### config.mk
export PLATFORM = sky130hd
export DESIGN_NAME = kpn_add_process_flat
export DESIGN_NICKNAME = d
export VERILOG_FILES = /design/src/rtl/kpn_add_process_if.sv /design/src/rtl/kpn_add_process.sv /design/src/flat_wrapper.sv
export SDC_FILE = /design/constraint.sdc
export NUM_CORES = 1
export LEC_CHECK = 0
export CAP_MARGIN = 10
export CORE_MARGIN = 5
export CORE_UTILIZATION = 53
export CTS_CLUSTER_DIAMETER = 120
export DETAILED_ROUTE_END_ITERATION = 12
export GPL_TIMING_DRIVEN = 0
export PLACE_DENSITY = 0.82
export SYNTH_ARGS = -nofsm -noshare
export SYNTH_HDL_FRONTEND = slang
export SYNTH_SLANG_ARGS = --single-unit
export TNS_END_PERCENT = 5
### constraint.sdc
create_clock -name clk -period 4.3 [get_ports clk]
set_clock_uncertainty 0.05 [all_clocks]
set_input_delay 0.645 -clock clk [delete_from_list [all_inputs] [get_ports clk]]
set_output_delay 0.645 -clock clk [all_outputs]
set_load 0.005 [all_outputs]
### src/rtl/kpn_add_process_if.sv
// Token-FIFO connections of the KPN adder node: two upstream read ports and
// one downstream write port. The node takes the master side and the FIFOs take the slave side.
interface kpn_add_process_if #(
    parameter int BITS_NUMBER = 16
);
    logic                   empty_a;
    logic                   rd_a;
    logic [BITS_NUMBER-1:0] entry_a;
    logic                   empty_b;
    logic                   rd_b;
    logic [BITS_NUMBER-1:0] entry_b;
    logic                   full_out;
    logic                   wr_out;
    logic [BITS_NUMBER-1:0] output_1;

    modport master (
        input  empty_a, entry_a, empty_b, entry_b, full_out,
        output rd_a, rd_b, wr_out, output_1
    );

    modport slave (
        output empty_a, entry_a, empty_b, entry_b, full_out,
        input  rd_a, rd_b, wr_out, output_1
    );
endinterface

### src/rtl/kpn_add_process.sv
// Kahn process network node that blocks on FIFOs A and B, adds one token from
// each modulo 2^BITS_NUMBER, then blocks on the output FIFO and writes the sum.
module kpn_add_process #(
    parameter int BITS_NUMBER = 16,
    parameter int COUNT_BITS  = 16
) (
    input  logic                  clk,
    input  logic                  reset_n,
    kpn_add_process_if.master     bus,
    output logic                  overflow,
    output logic [COUNT_BITS-1:0] tokens_done
);

    localparam logic [2:0] WAIT_A   = 3'd0;
    localparam logic [2:0] RD_A     = 3'd1;
    localparam logic [2:0] LATCH_A  = 3'd2;
    localparam logic [2:0] WAIT_B   = 3'd3;
    localparam logic [2:0] RD_B     = 3'd4;
    localparam logic [2:0] LATCH_B  = 3'd5;
    localparam logic [2:0] WAIT_OUT = 3'd6;
    localparam logic [2:0] WR       = 3'd7;

    logic [2:0]             state_q,    state_d;
    logic [BITS_NUMBER-1:0] op_a_q,     op_a_d;
    logic [BITS_NUMBER-1:0] sum_q,      sum_d;
    logic                   overflow_q, overflow_d;
    logic [COUNT_BITS-1:0]  tokens_q,   tokens_d;
    logic [BITS_NUMBER:0]   add_full;

    // FIFO inputs are only examined in the state that waits on them.
    always_comb begin
        state_d    = state_q;
        op_a_d     = op_a_q;
        sum_d      = sum_q;
        overflow_d = overflow_q;
        tokens_d   = tokens_q;
        add_full   = {1'b0, op_a_q} + {1'b0, bus.entry_b};
        case (state_q)
            WAIT_A: begin
                if (!bus.empty_a) begin
                    state_d = RD_A;
                end
            end
            RD_A: begin
                state_d = LATCH_A;
            end
            LATCH_A: begin
                op_a_d  = bus.entry_a;
                state_d = WAIT_B;
            end
            WAIT_B: begin
                if (!bus.empty_b) begin
                    state_d = RD_B;
                end
            end
            RD_B: begin
                state_d = LATCH_B;
            end
            LATCH_B: begin
                sum_d = add_full[BITS_NUMBER-1:0];
                if (add_full[BITS_NUMBER]) begin
                    overflow_d = 1'b1;
                end
                state_d = WAIT_OUT;
            end
            WAIT_OUT: begin
                if (!bus.full_out) begin
                    state_d = WR;
                end
            end
            WR: begin
                tokens_d = tokens_q + COUNT_BITS'(1);
                state_d  = WAIT_A;
            end
            default: begin
                state_d = WAIT_A;
            end
        endcase
    end

    always_ff @(posedge clk or negedge reset_n) begin
        if (!reset_n) begin
            state_q    <= WAIT_A;
            op_a_q     <= '0;
            sum_q      <= '0;
            overflow_q <= 1'b0;
            tokens_q   <= '0;
        end else begin
            state_q    <= state_d;
            op_a_q     <= op_a_d;
            sum_q      <= sum_d;
            overflow_q <= overflow_d;
            tokens_q   <= tokens_d;
        end
    end

    // Strobes come straight from the state register, so they are glitch-free and mutually exclusive.
    assign bus.rd_a     = (state_q == RD_A);
    assign bus.rd_b     = (state_q == RD_B);
    assign bus.wr_out   = (state_q == WR);
    assign bus.output_1 = sum_q;
    assign overflow     = overflow_q;
    assign tokens_done  = tokens_q;

endmodule

### src/flat_wrapper.sv
// flat-port wrapper written by rule: the top's interface ports become plain ports
module kpn_add_process_flat 
#(
    parameter int BITS_NUMBER = 16,
    parameter int COUNT_BITS  = 16
)
  (clk, reset_n, overflow, tokens_done, bus_empty_a, bus_entry_a, bus_empty_b, bus_entry_b, bus_full_out, bus_rd_a, bus_rd_b, bus_wr_out, bus_output_1);
  kpn_add_process_if #(.BITS_NUMBER(BITS_NUMBER)) bus_i ();
  input  logic clk;
  input  logic reset_n;
  output logic overflow;
  output logic [COUNT_BITS-1:0] tokens_done;
  input wire logic [$bits(bus_i.empty_a)-1:0] bus_empty_a;
  input wire logic [$bits(bus_i.entry_a)-1:0] bus_entry_a;
  input wire logic [$bits(bus_i.empty_b)-1:0] bus_empty_b;
  input wire logic [$bits(bus_i.entry_b)-1:0] bus_entry_b;
  input wire logic [$bits(bus_i.full_out)-1:0] bus_full_out;
  output wire logic [$bits(bus_i.rd_a)-1:0] bus_rd_a;
  output wire logic [$bits(bus_i.rd_b)-1:0] bus_rd_b;
  output wire logic [$bits(bus_i.wr_out)-1:0] bus_wr_out;
  output wire logic [$bits(bus_i.output_1)-1:0] bus_output_1;
  assign bus_i.empty_a = bus_empty_a;
  assign bus_i.entry_a = bus_entry_a;
  assign bus_i.empty_b = bus_empty_b;
  assign bus_i.entry_b = bus_entry_b;
  assign bus_i.full_out = bus_full_out;
  assign bus_rd_a = bus_i.rd_a;
  assign bus_rd_b = bus_i.rd_b;
  assign bus_wr_out = bus_i.wr_out;
  assign bus_output_1 = bus_i.output_1;
  kpn_add_process #(.BITS_NUMBER(BITS_NUMBER), .COUNT_BITS(COUNT_BITS)) u_core (.clk(clk), .reset_n(reset_n), .bus(bus_i), .overflow(overflow), .tokens_done(tokens_done));
endmodule
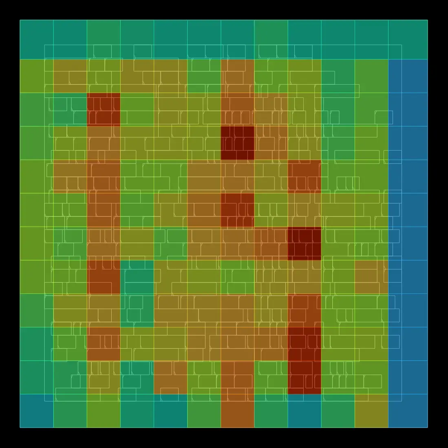
final_congestion.png
Global Route Usage Sum: 0.192
M3 GR Usage: 0.0395

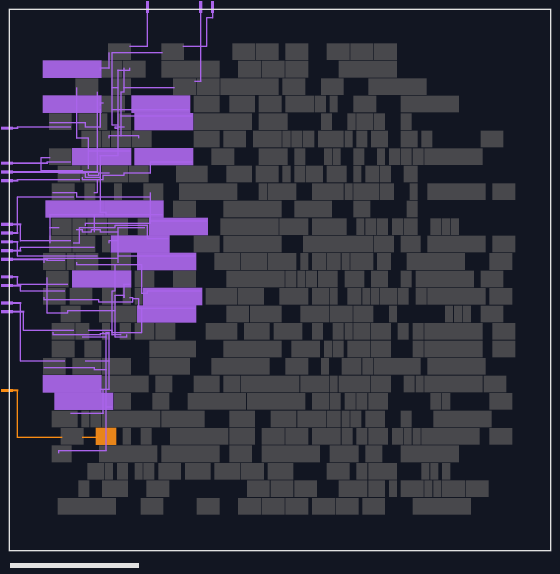
port_nets.png
The bar under the picture is 20 um long.
colour	port	bits	direction	edge	end cells	wire
orange	`bus_full_out`	1	input	left	1	17.2 um
purple	`tokens_done`	16	output	13 left, 3 top	16	681 um

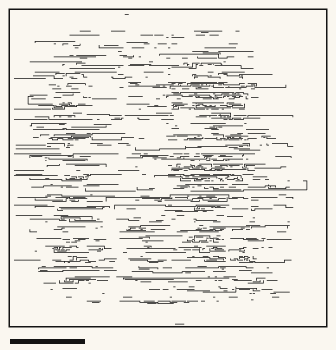
met1.png
The bar under the picture is 20 um long.
main direction	horizontal
nets with wire on the layer	374
wire length on this layer	2,860 um

==> out/qor.csv <==
metric,value,unit
seq_cells,52,
clkCellAreaFrac,0.0315,
clockPowerShare,0.145,
dr.pass1.iters,5,
coreArea,5410,sq um
nMultiInputCombCells,204,
critPathKind,in2reg,
edf_count,0,
buf_share,0.207,
comb_power,1.25,mW
power.density,624,nW/um^2
setup-tns-final,0,ns
ys.flops,52,
use_met1,0.242,
fill_cells,408,
cp_data_arrival_time,2.80,ns
cts_hold_buffers,0,
yosys_warnings,0,
drt-met1-wl,2860,um
layout_top_cell,clkdlybuf4s50_1,
top_cells_by_count,"52 x dfrtp_1, 33 x nand2_1, 17 x ha_1, 17 x mux2_2, 16 x a21oi_1",
clock-root-buffer,clkbuf_8,
nets,405,
sh_comb_area,0.396,
seq_cell_power,0.806,mW
fin_crit,2.68,ns
top_area_cell,dfrtp_1,
power-top-group,combinational cells,
outcome,finished clean,
overflow,0,
wl_met2,3140,um
worstSetupEndpoint,u_core.bus.output_1[8]$_DFFE_PN0P_,
logic_area,1530,sq um
stdcell_count,423,
cts_max_level,2,
placed_cells,415,
Power figures rest on the tool's default switching activity, not on a simulated workload.
